**config.mk**
```make
export PLATFORM = sky130hd
export DESIGN_NAME = alu_cmd_sequencer
export DESIGN_NICKNAME = d
export VERILOG_FILES = /design/src/rtl/alu_seq_pkg.sv /design/src/rtl/alu_cmd_sequencer.sv
export SDC_FILE = /design/constraint.sdc
export NUM_CORES = 1
export LEC_CHECK = 0
export CORE_MARGIN = 10
export CORE_UTILIZATION = 30
export CTS_CLUSTER_DIAMETER = 200
export CTS_CLUSTER_SIZE = 40
export DETAILED_ROUTE_END_ITERATION = 7
export GPL_TIMING_DRIVEN = 0
export HOLD_SLACK_MARGIN = 0.08
export SYNTH_ARGS = -nofsm -noshare
export SYNTH_HDL_FRONTEND = slang
export SYNTH_SLANG_ARGS = --single-unit
```
**constraint.sdc**
```tcl
create_clock -name clk -period 2.2 [get_ports clk]
set_input_delay 0.44 -clock clk [delete_from_list [all_inputs] [get_ports clk]]
set_output_delay 0.44 -clock clk [all_outputs]
set_load 0.02 [all_outputs]
```
**src/rtl/alu_seq_pkg.sv**
```systemverilog
// Shared definitions for the ALU command sequencer: ALU opcode encodings,
// the ALU's result for unassigned opcodes, and the sequencer FSM states.
package alu_seq_pkg;

  localparam logic [3:0] ALU_OP_ZERO    = 4'd0;
  localparam logic [3:0] ALU_OP_A       = 4'd1;
  localparam logic [3:0] ALU_OP_B       = 4'd2;
  localparam logic [3:0] ALU_OP_NEG_A   = 4'd3;
  localparam logic [3:0] ALU_OP_NEG_B   = 4'd4;
  localparam logic [3:0] ALU_OP_ROR_A   = 4'd5;
  localparam logic [3:0] ALU_OP_ROR_B   = 4'd6;
  localparam logic [3:0] ALU_OP_LT      = 4'd7;
  localparam logic [3:0] ALU_OP_BITWISE = 4'd8;
  localparam logic [3:0] ALU_OP_NOT_A   = 4'd9;
  localparam logic [3:0] ALU_OP_NOT_B   = 4'd10;
  localparam logic [3:0] ALU_OP_SUB     = 4'd11;
  localparam logic [3:0] ALU_OP_ADD     = 4'd12;
  localparam logic [3:0] ALU_OP_ONES    = 4'd15;

  localparam logic [7:0] ALU_DEFAULT_RESULT = 8'h81;

  typedef enum logic [1:0] {
    ST_IDLE = 2'd0,
    ST_WAIT = 2'd1,
    ST_RESP = 2'd2
  } seq_state_t;

endpackage

```
**src/rtl/alu_cmd_sequencer.sv**
```systemverilog
// Drives (op, a, b) commands into the ALU, waits SETTLE_CYCLES, returns the result.
// Optional ALU_SEQ_SWEEP_EN: cmd_sweep/rsp_last ports and a 16-opcode sweep mode.
module alu_cmd_sequencer
  import alu_seq_pkg::*;
#(
  parameter int unsigned W             = 8,
  parameter int unsigned SETTLE_CYCLES = 1
) (
  input  logic         clk,
  input  logic         rst_n,
  input  logic         cmd_valid,
  output logic         cmd_ready,
  input  logic [3:0]   cmd_op,
  input  logic [W-1:0] cmd_a,
  input  logic [W-1:0] cmd_b,
  output logic [3:0]   alu_sel,
  output logic [W-1:0] alu_a,
  output logic [W-1:0] alu_b,
  input  logic [W-1:0] alu_x,
  output logic         rsp_valid,
  input  logic         rsp_ready,
  output logic [W-1:0] rsp_data,
  output logic [3:0]   rsp_op,
  output logic         busy
`ifdef ALU_SEQ_SWEEP_EN
  ,
  input  logic         cmd_sweep,
  output logic         rsp_last
`endif
);

  if (SETTLE_CYCLES < 1 || SETTLE_CYCLES > 15) begin : g_bad_settle
    $error("alu_cmd_sequencer: SETTLE_CYCLES must be in 1..15");
  end

  localparam logic [3:0] CNT_LOAD = 4'(SETTLE_CYCLES - 1);

  seq_state_t state, state_nxt;
  logic [3:0] cnt;
  logic       accept, sample, rsp_hs;
  logic       sweep_more;
  logic [3:0] first_op;

  always_ff @(posedge clk or negedge rst_n) begin
    if (!rst_n) state <= ST_IDLE;
    else        state <= state_nxt;
  end

  always_comb begin
    state_nxt = state;
    accept    = 1'b0;
    sample    = 1'b0;
    rsp_hs    = 1'b0;
    case (state)
      ST_IDLE: if (cmd_valid) begin
        accept    = 1'b1;
        state_nxt = ST_WAIT;
      end
      ST_WAIT: if (cnt == '0) begin
        sample    = 1'b1;
        state_nxt = ST_RESP;
      end
      ST_RESP: if (rsp_ready) begin
        rsp_hs    = 1'b1;
        state_nxt = sweep_more ? ST_WAIT : ST_IDLE;
      end
      default: state_nxt = ST_IDLE;
    endcase
  end

  assign cmd_ready = (state == ST_IDLE);
  assign busy      = (state != ST_IDLE);

  always_ff @(posedge clk or negedge rst_n) begin
    if (!rst_n) begin
      alu_sel   <= '0;
      alu_a     <= '0;
      alu_b     <= '0;
      cnt       <= '0;
      rsp_valid <= 1'b0;
      rsp_data  <= '0;
      rsp_op    <= '0;
    end else begin
      if (accept) begin
        alu_sel <= first_op;
        alu_a   <= cmd_a;
        alu_b   <= cmd_b;
        cnt     <= CNT_LOAD;
      end
      if (state == ST_WAIT && cnt != '0) cnt <= cnt - 4'd1;
      if (sample) begin
        rsp_valid <= 1'b1;
        rsp_data  <= alu_x;
        rsp_op    <= alu_sel;
      end
      if (rsp_hs) begin
        rsp_valid <= 1'b0;
        // A sweep steps to the next opcode and settles again on the same operands.
        if (sweep_more) begin
          alu_sel <= alu_sel + 4'd1;
          cnt     <= CNT_LOAD;
        end
      end
    end
  end

`ifdef ALU_SEQ_SWEEP_EN
  logic sweep_act;

  assign sweep_more = sweep_act && (alu_sel != ALU_OP_ONES);
  assign first_op   = cmd_sweep ? ALU_OP_ZERO : cmd_op;

  always_ff @(posedge clk or negedge rst_n) begin
    if (!rst_n) begin
      sweep_act <= 1'b0;
      rsp_last  <= 1'b0;
    end else begin
      if (accept) sweep_act <= cmd_sweep;
      if (sample) rsp_last <= sweep_act && (alu_sel == ALU_OP_ONES);
      if (rsp_hs) begin
        rsp_last <= 1'b0;
        if (!sweep_more) sweep_act <= 1'b0;
      end
    end
  end
`else
  assign sweep_more = 1'b0;
  assign first_op   = cmd_op;
`endif

endmodule

```
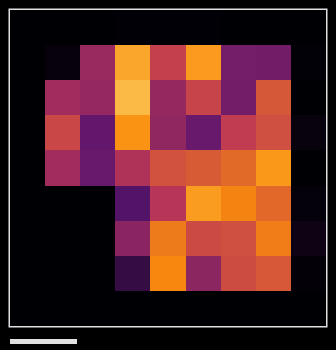
Fig. 1. Placement density heat map (run 1).
Scale bar: 20 um. The die is cut into 9 by 9 equal tiles; black is low, pale yellow is high, 0 to 100% covered.
nearly empty tiles: 47%
mean over tiles: 27%
emptiest ninth of the die: south-west
floorplan core area: 5473 um2
fin util: 46.43%
starting utilization of the core area: 30.66%

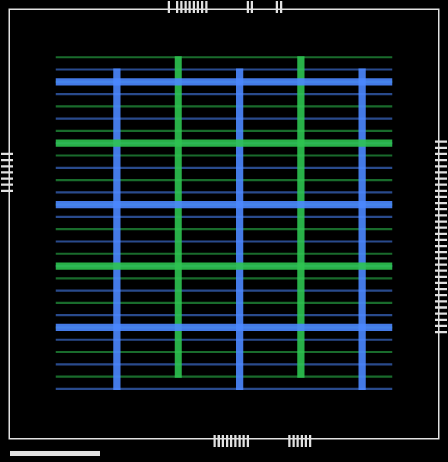
Fig. 2. Power grid (run 1).
Scale bar: 20 um. Pins as bars on the die edge.
legend:
  blue:
    net: VSS
  green:
    net: VDD
met5 straps: 5
met1 rails: 28
Die Span X: 94.79 um
vertical die dimension: 94.79 um
Peak VDD IR: 566.8 uV

==> reports/results.env, run 1 <==
SETUP.WORST_PATH.END_CLASS='output port'
DRIVE_ABOVE_1_SHARE_PCT=27.68
SYNTH_WARNINGS=0
DIEAREA_UM2=8984
NETLIST_TOP_CELLS_AREA='sky130_fd_sc_hd__dfrtp_1, sky130_fd_sc_hd__mux2_4, sky130_fd_sc_hd__mux2_2, sky130_fd_sc_hd__buf_6, sky130_fd_sc_hd__nand2b_1'
GRT_MAX_DEGREE=40
GRT_USE_TOTAL_PCT=8.910
CTS_BUFFERS=5
FINALWORSTPATHREQUIREDPERIOD_PS=2090
STATUS='finished, final reports clean'
CTS_POST_SETUP_BUFFERS_INSERTED=0
REG_TO_REG_ENDPOINT='rsp_op[0]'
MIN-DELAY-PATH-CLASS='input pin to asynchronous set/reset pin'
SEQUENTIAL_CELL_TOTAL=39
SEQUENTIAL_CELL_AREA_UM2=975.9
CRIT_PATH_TOP_DELAY_CELL='sky130_fd_sc_hd__clkdlybuf4s50_1'
SYNTHDOMINANTAREACELLTYPE='sky130_fd_sc_hd__dfrtp_1'
NETLIST.TOP_CELL.BY_INSTANCES='sky130_fd_sc_hd__dfrtp_1'
WORST-R2R-CELL-COUNT=6
WIRE_PER_INST_UM=16.46
PORTBUFFERS=66
REMAINING_DRC_ERRORS=0
NUM_VIAS=1060
CP_DATA_REQUIRED_TIME_PS=1760
CLOCK-ROOT-BUFFER='sky130_fd_sc_hd__clkbuf_8'
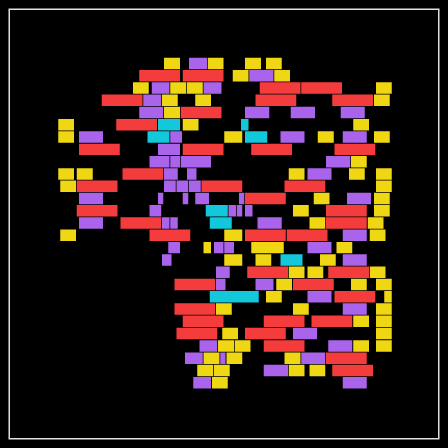
Fig. 3. Placed cells, one color a class (run 1).
legend:
  purple:
    class: combinational and other logic
    cells: 59
    share_of_their_area: 26%
  yellow:
    class: other buffers and delay cells
    cells: 71
    share_of_their_area: 29%
  red:
    class: flops
    cells: 39
    share_of_their_area: 40%
  cyan:
    class: clock drivers and dummy loads
    cells: 8
    share_of_their_area: 4.8%

run 1: layer usage:
| metal | vias up | global-route usage, % | wire length [um] |
|---|---|---|---|
| li1 | 507 | - | - |
| met3 | 2 | 3.807 | 360 |
| met1 | 507 | 10.72 | 1808 |
| met5 | - | 0 | 0 |
| met4 | 0 | 1.496 | 11 |
| met2 | 44 | 14.70 | 1918 |
run 1: metrics by stage:
| stage | area (um2) | TNS (ps) | cells | utilization [%] | total power [mW] |
|---|---|---|---|---|---|
| 6_report | 2541 | 0 | 249 | 46.43 | 4.206 |
| 5_1_grt | 2541 | 0 | 249 | 46.43 | 4.439 |
| 4_1_cts | 2541 | 0 | 249 | 46.43 | 4.270 |
| 3_5_place_dp | 2424 | 0 | 241 | 44.28 | 3.633 |
| 3_3_place_gp | 2429 | -6753 | 241 | 44.38 | 3.566 |
| 2_1_floorplan | 1678 | 0 | 103 | - | 2.679 |
run 1: layout by cell type (no fill, tap or decap):
master	Yosys	final
sky130_fd_sc_hd__buf_12	1	1
sky130_fd_sc_hd__clkdlybuf4s50_1	0	65
sky130_fd_sc_hd__mux2_2	8	8
sky130_fd_sc_hd__inv_1	4	4
sky130_fd_sc_hd__clkbuf_8	0	6
sky130_fd_sc_hd__bufinv_16	0	1
sky130_fd_sc_hd__nand2b_4	1	1
sky130_fd_sc_hd__a211oi_1	2	2
sky130_fd_sc_hd__or4_1	1	1
sky130_fd_sc_hd__a31o_1	2	2
sky130_fd_sc_hd__o21ai_0	3	3
sky130_fd_sc_hd__ha_1	1	1
sky130_fd_sc_hd__o211ai_1	1	1
sky130_fd_sc_hd__clkinv_2	0	1
sky130_fd_sc_hd__o31ai_1	2	2
sky130_fd_sc_hd__nand2_1	1	1
sky130_fd_sc_hd__nand2b_1	4	4
sky130_fd_sc_hd__dfrtp_1	39	39
sky130_fd_sc_hd__or2_2	1	1
sky130_fd_sc_hd__nor3b_4	1	1
sky130_fd_sc_hd__mux2_4	24	24
sky130_fd_sc_hd__buf_6	3	3
sky130_fd_sc_hd__or3_1	1	1
sky130_fd_sc_hd__or3b_1	1	1
sky130_fd_sc_hd__o21ai_1	1	1
sky130_fd_sc_hd__buf_2	1	2
run 1: cell families (layout without fill, tap and decap cells):
logic type / count (synthesis) / in the layout / share of synthesized area, %
flops: 39 / 39 / 58.17
mux: 32 / 32 / 26.85
compound gates: 11 / 11 / 4.474
simple gates: 11 / 11 / 5.369
buf+inv: 9 / 83 / 4.399
fa+ha+maj: 1 / 1 / 0.7456
run 1: power by group:
group / internal, mW / switching, mW
clock network: 0.367 / 0.249
registers: 1.08 / 0.221
logic: 1.30 / 0.988
total: 2.75 / 1.46
run 1: worst max-delay path by stage:
stage / depth (start not counted) / end / startpoint / slack (ps)
6_report: 3 / cmd_ready / state[0] / 110
5_1_grt: 3 / cmd_ready / state[1] / 70
4_1_cts: 3 / cmd_ready / state[0] / 100
3_5_place_dp: 5 / alu_sel[2] / cmd_valid / 220
3_3_place_gp: 1 / alu_sel[2] / rst_n / -170
2_1_floorplan: 6 / rsp_data[3] / cnt[0] / 610
==> run 2: changes to the inputs <==
CORE_ASPECT_RATIO = 1.75   (was not set)
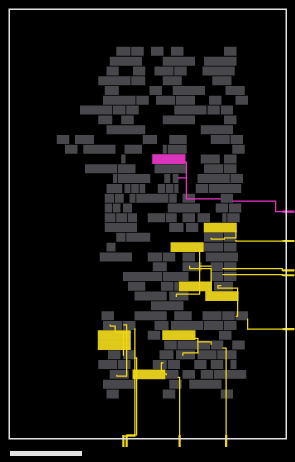
Fig. 4. I/O nets highlighted (run 2).
Scale bar: 20 um.
legend:
  yellow:
    port: alu_a
    direction: output
    edge: 4 east, 4 south
    end_cells: 8
    buffers: 8
    wire: 273 um
  magenta:
    port: rsp_valid
    direction: output
    edge: east
    end_cells: 1
    buffers: 1
    wire: 39.5 um
number of top-level design ports: 67
count of port buffers added during placement: 66

==> run 2 against run 1 <==
  * Maximum frequency hardly changed
  * Worst setup slack worse by 1.2 ps
  * Non-clock buffer count stayed put
  * Via count is 4.2% higher
  * Routed wire length is 2.8% higher
  * Design area is 0.79% higher
  * Register-to-register slack worse by 20 ps
  * First-iteration DRC count is 110% higher
  * Die size is 1.3% higher
  * Clock-buffer cell count stayed put
  * Power is 2.1% higher
==> reports/results.env, run 2 <==
YOSYS.AREA_SHARE.AOI_PCT=4.474
DRIVE_ABOVE_1_SHARE_PCT=27.12
CP_DATA_REQUIRED_TIME_PS=1760
CTS_POST_SETUP_BUFFERS_INSERTED=0
CRIT_PATH_TOP_DELAY_CELL='sky130_fd_sc_hd__clkdlybuf4s50_1'
WIRE_PER_INST_UM=16.64
FINAL_UTIL_PCT=46.61
FINAL_DESIGN_AREA_NO_FILL_UM2=2561
REMAINING_DRC_ERRORS=0
SYNTHDOMINANTAREACELLTYPE='sky130_fd_sc_hd__dfrtp_1'
CLOCK-ROOT-BUFFER='sky130_fd_sc_hd__clkbuf_8'
SYNTH.AREA.MUX_SHARE_PCT=26.85
COUNT_OF_PLACED_STANDARD_CELLS_INCLUDING_TAPS=245
SETUP.WORST_PATH.END_CLASS='output port'
SEQUENTIAL_CELL_AREA_UM2=975.9
STATUS='finished, final reports clean'
NETLIST_TOP_CELLS_AREA='sky130_fd_sc_hd__dfrtp_1, sky130_fd_sc_hd__mux2_4, sky130_fd_sc_hd__mux2_2, sky130_fd_sc_hd__buf_6, sky130_fd_sc_hd__nand2b_1'
SYNTH-SIMPLE-AREA-SHARE_PCT=5.369
LAYOUT_TOP_CELLS_EXCL_FILL_TAP='sky130_fd_sc_hd__clkdlybuf4s50_1, sky130_fd_sc_hd__dfrtp_1, sky130_fd_sc_hd__mux2_4'
TOP_CELL_EXCL_FILL_TAP='sky130_fd_sc_hd__clkdlybuf4s50_1'
TOP_LOGIC_CELL_FAMILY_IN_THE_SYNTHESIZED_NETLIST='multiplexers'
FIN_CELLS=253
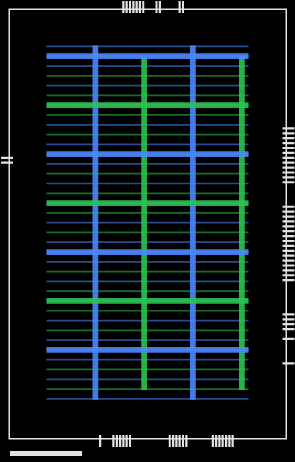
Fig. 5. Power grid (run 2).
Scale bar: 20 um. Pins as bars on the die edge.
floorplan core area: 5495 um2
Die Span X: 76.53 um
vertical die dimension: 118.9 um
Peak VDD IR: 448.4 uV

run 2: path summary, 6_finish.rpt:
check,startpoint,end,slack [ps],cells past startpoint
setup / recovery,state[0],cmd_ready,110,3
hold / removal,rst_n,alu_b[6],260,1
setup reg to reg,cnt[0],rsp_op[3],420,6
hold reg to reg,rsp_op[2],rsp_op[2],510,1
max in group asynchronous,rst_n,rsp_op[2],1380,1
min in group clk,rsp_op[2],rsp_op[2],510,1
run 2: where the power goes:
group          switching, mW  leakage (nW)  internal [mW]
registers              0.224         0.463           1.08
logic                  0.986         0.621           1.30
clock network          0.251        0.0654          0.454
total                   1.46          1.15           2.83
run 2: worst register-to-register path, delay by kind of cell (launching register included):
family | cells | cell delay, ps
buffers and inverters | 2 | 270
flip-flops | 1 | 420
adder cells (fa/ha/maj) | 1 | 190
AND/OR/NAND/NOR | 2 | 500
multiplexers | 1 | 300
run 2: through the flow:
stage / hold slack [ps] / worst slack [ps] / power (mW)
floorplan: 144.4 / 608.1 / 2.679
global placement: 489.5 / -155.0 / 3.573
detailed placement: 493.5 / 216.8 / 3.645
CTS: 292.0 / 98.07 / 4.363
global route: 323.9 / 50.41 / 4.546
finish: 262.2 / 108.5 / 4.296
run 2: area by class of cell:
cell class	count	area share (%)
Inverter	4	0.5862
Clock buffer	6	2.833
Sequential cell	39	38.10
Clock inverter	2	2.345
Buffer	5	2.296
Multi-Input combinational cell	55	24.52
Timing Repair Buffer	66	25.60
Tap cell	76	3.713
run 2: logic make-up (layout without fill, tap and decap cells):
| family | Yosys count | count (layout) |
|---|---|---|
| flip-flops | 39 | 39 |
| multiplexers | 32 | 32 |
| AND-OR/OR-AND | 11 | 11 |
| AND/OR/NAND/NOR | 11 | 11 |
| buffers and inverters | 9 | 83 |
| adder cells (fa/ha/maj) | 1 | 1 |
run 2: metal layers:
metal	part of all wire (%)	routed length (um)	global-route usage (%)	vias to the layer above
li1	-	-	-	505
met1	39	1662	10.16	549
met4	2.5	106	5.257	0
met3	5.2	219	2.485	6
met5	0	0	0	-
met2	53	2221	16.83	45
==> run 3: changes to the inputs <==
clock period = 2.1 ns   (was 2.2 ns; I/O delays follow)
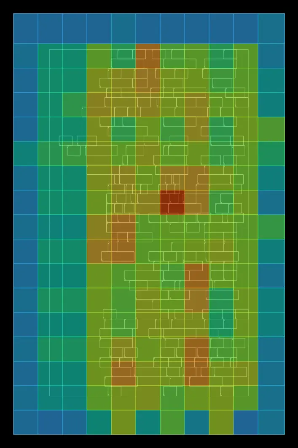
Fig. 6. Routing congestion (run 3).
Global Route Usage Sum: 9.580%
global-route met2 utilization: 16.83%
met1 track utilization from global routing: 10.16%
global routing usage on met3: 2.485%
busiest grt layer: met2

==> run 3 against run 2 <==
  * Synthesized cell count did not move
  * Sequential power rose by 5%
  * Non-clock buffer count did not move
  * Largest cell class unchanged
  * Highest routed layer unchanged
==> reports/results.env, run 3 <==
WIRE_PER_INST_UM=16.65
CELL_INTERNAL_PWR_mW=2.967
SYNTH_AREA_UM2=1678
SYNTHDOMINANTAREACELLTYPE='sky130_fd_sc_hd__dfrtp_1'
WORST_SLACK_PS=129.5
NETLIST_TOP_CELLS_AREA='sky130_fd_sc_hd__dfrtp_1, sky130_fd_sc_hd__mux2_4, sky130_fd_sc_hd__mux2_2, sky130_fd_sc_hd__buf_6, sky130_fd_sc_hd__nand2b_1'
GRT_MAX_DEGREE=40
DIE_W_UM=76.53
REMAINING_DRC_ERRORS=0
NUM_VIAS=1105
FIRST_GLOBAL_VIAS=1273
YS_ASYNC_SR_FRACTION_PCT=100.0
FP-UTILIZATION_PCT=30.53
LAYOUT_TOP_CELLS_EXCL_FILL_TAP='sky130_fd_sc_hd__clkdlybuf4s50_1, sky130_fd_sc_hd__dfrtp_1, sky130_fd_sc_hd__mux2_4'
CLK_TRANSITION_REPORTED_PATHS_PS=80
CRIT_PATH_TOP_DELAY_CELL='sky130_fd_sc_hd__clkdlybuf4s50_1'
VERTICAL_DIE_DIMENSION_UM=118.9
R2R_SETUP_SLACK_PS=320
FINALWORSTPATHREQUIREDPERIOD_PS=1970
FINAL_WEIGHTED_CONGESTION_IN_ROUTABILITY_DRIVEN_PLACEMENT=0.6733
SYNTH_WARNINGS=0
SETUP.WORST_PATH.END_CLASS='output port'
PORTBUFFERS=66
REPORT.POWER.TOTAL_mW=4.498
COUNT_OF_PLACED_STANDARD_CELLS_INCLUDING_TAPS=245
PRE_CTS_WORST_SETUP_SLACK_PS=136.8
ROUTE.ANTENNA.REMAINING_NETS=0
IOPINCOUNT=67
SEQ_POWER_SHARE_PCT=30.4
RR_STARTPOINT='cnt[0]'
POST_DP_CELL_AREA_UM2=2429
CLOCK-ROOT-BUFFER='sky130_fd_sc_hd__clkbuf_8'
FINAL_DESIGN_AREA_NO_FILL_UM2=2564
PATH_BUFFERS=1
DRIVE_ABOVE_1_SHARE_PCT=27.12
CP_DATA_REQUIRED_TIME_PS=1680
COMBINATIONALPOWERSHARE_PCT=53.2
IRDROPWORSTVDD_uV=469.7
STATUS='finished, final reports clean'
POWER.SHARE.SWITCHING_PCT=34.03
WORST-R2R-CELL-COUNT=6
FIN_CELLS=253
REG_TO_REG_ENDPOINT='rsp_op[3]'
TOP_CELL_EXCL_FILL_TAP='sky130_fd_sc_hd__clkdlybuf4s50_1'
CTS_BUFFERS=5
CORE_UM2=5495
MIN-DELAY-PATH-CLASS='input pin to asynchronous set/reset pin'
NETLIST.TOP_CELL.BY_INSTANCES='sky130_fd_sc_hd__dfrtp_1'
CLOCK_POWER_SHARE_PCT=16.4
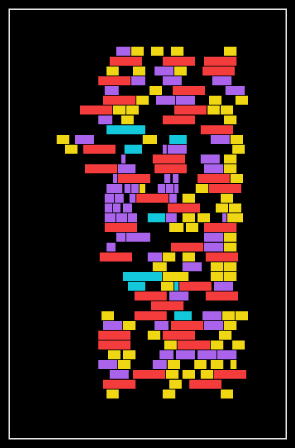
Fig. 7. Placed cells, one color a class (run 3).
legend:
  cyan:
    class: clock drivers and dummy loads
    cells: 8
    share_of_their_area: 5.4%
  purple:
    class: combinational and other logic
    cells: 59
    share_of_their_area: 26%
  yellow:
    class: other buffers and delay cells
    cells: 71
    share_of_their_area: 29%
  red:
    class: flops
    cells: 39
    share_of_their_area: 40%
fin util: 46.65%
cell row count: 36
register fraction of the total cell area: 38.07%

## run 3: metrics by stage
step / hold slack, ps / TNS, ps
after floorplan: 124.4 / 0
after global placement: 489.5 / -9059
after detailed placement: 493.5 / 0
after CTS: 272.0 / 0
after global routing: 303.9 / 0
final: 242.2 / 0
## run 3: cell families (layout without fill, tap and decap cells)
| logic type | after synthesis | count (layout) | synth area share [%] |
|---|---|---|---|
| mux | 32 | 32 | 26.85 |
| fa+ha+maj | 1 | 1 | 0.7456 |
| simple gates | 11 | 11 | 5.369 |
| flops | 39 | 39 | 58.17 |
| compound gates | 11 | 11 | 4.474 |
| buf+inv | 9 | 83 | 4.399 |
## run 3: per-layer routing
layer,track usage [%],share of wire [%]
met3,2.485,5.0
met4,5.257,2.5
met2,16.83,53
met5,0,0
met1,10.16,40
## run 3: worst max-delay path by stage
stage / slack (ps) / to / cells past startpoint / start
floorplan: 510 / rsp_data[3] / 6 / cnt[0]
global placement: -230 / rsp_data[2] / 1 / rst_n
detailed placement: 140 / alu_sel[1] / 5 / cmd_valid
CTS: 20 / cmd_ready / 3 / state[0]
global route: 80 / busy / 2 / state[0]
finish: 130 / busy / 2 / state[0]
## run 3: power by group through the flow
stage / Combinational, mW / Clock (mW) / Sequential [mW]
6_report: 2.39 / 0.738 / 1.37
5_1_grt: 2.54 / 0.792 / 1.43
4_1_cts: 2.44 / 0.755 / 1.37
3_5_place_dp: 2.43 / 0 / 1.39
3_3_place_gp: 2.38 / 0 / 1.36
2_1_floorplan: 1.05 / 0 / 1.76
## run 3: timing repair
item / CTS / global route
resized: 0 / 1
setup buffers: 0 / 0
endpoints found under the setup margin: 0 / 1
hold buffers: 0 / 0
## run 3: cell type report
class	instances	area (um2)	area share (%)
plain buffers	5	58.81	2.294
clock buffers	6	72.57	2.831
clock inverters	2	60.06	2.343
inverters	4	15.01	0.5857
multi-input cells	55	628.1	24.50
flip-flops and latches	39	975.9	38.07
well taps	76	95.09	3.709
repair buffers	66	658.1	25.67
No activity file was given, so power comes from the tool's default toggle rates.
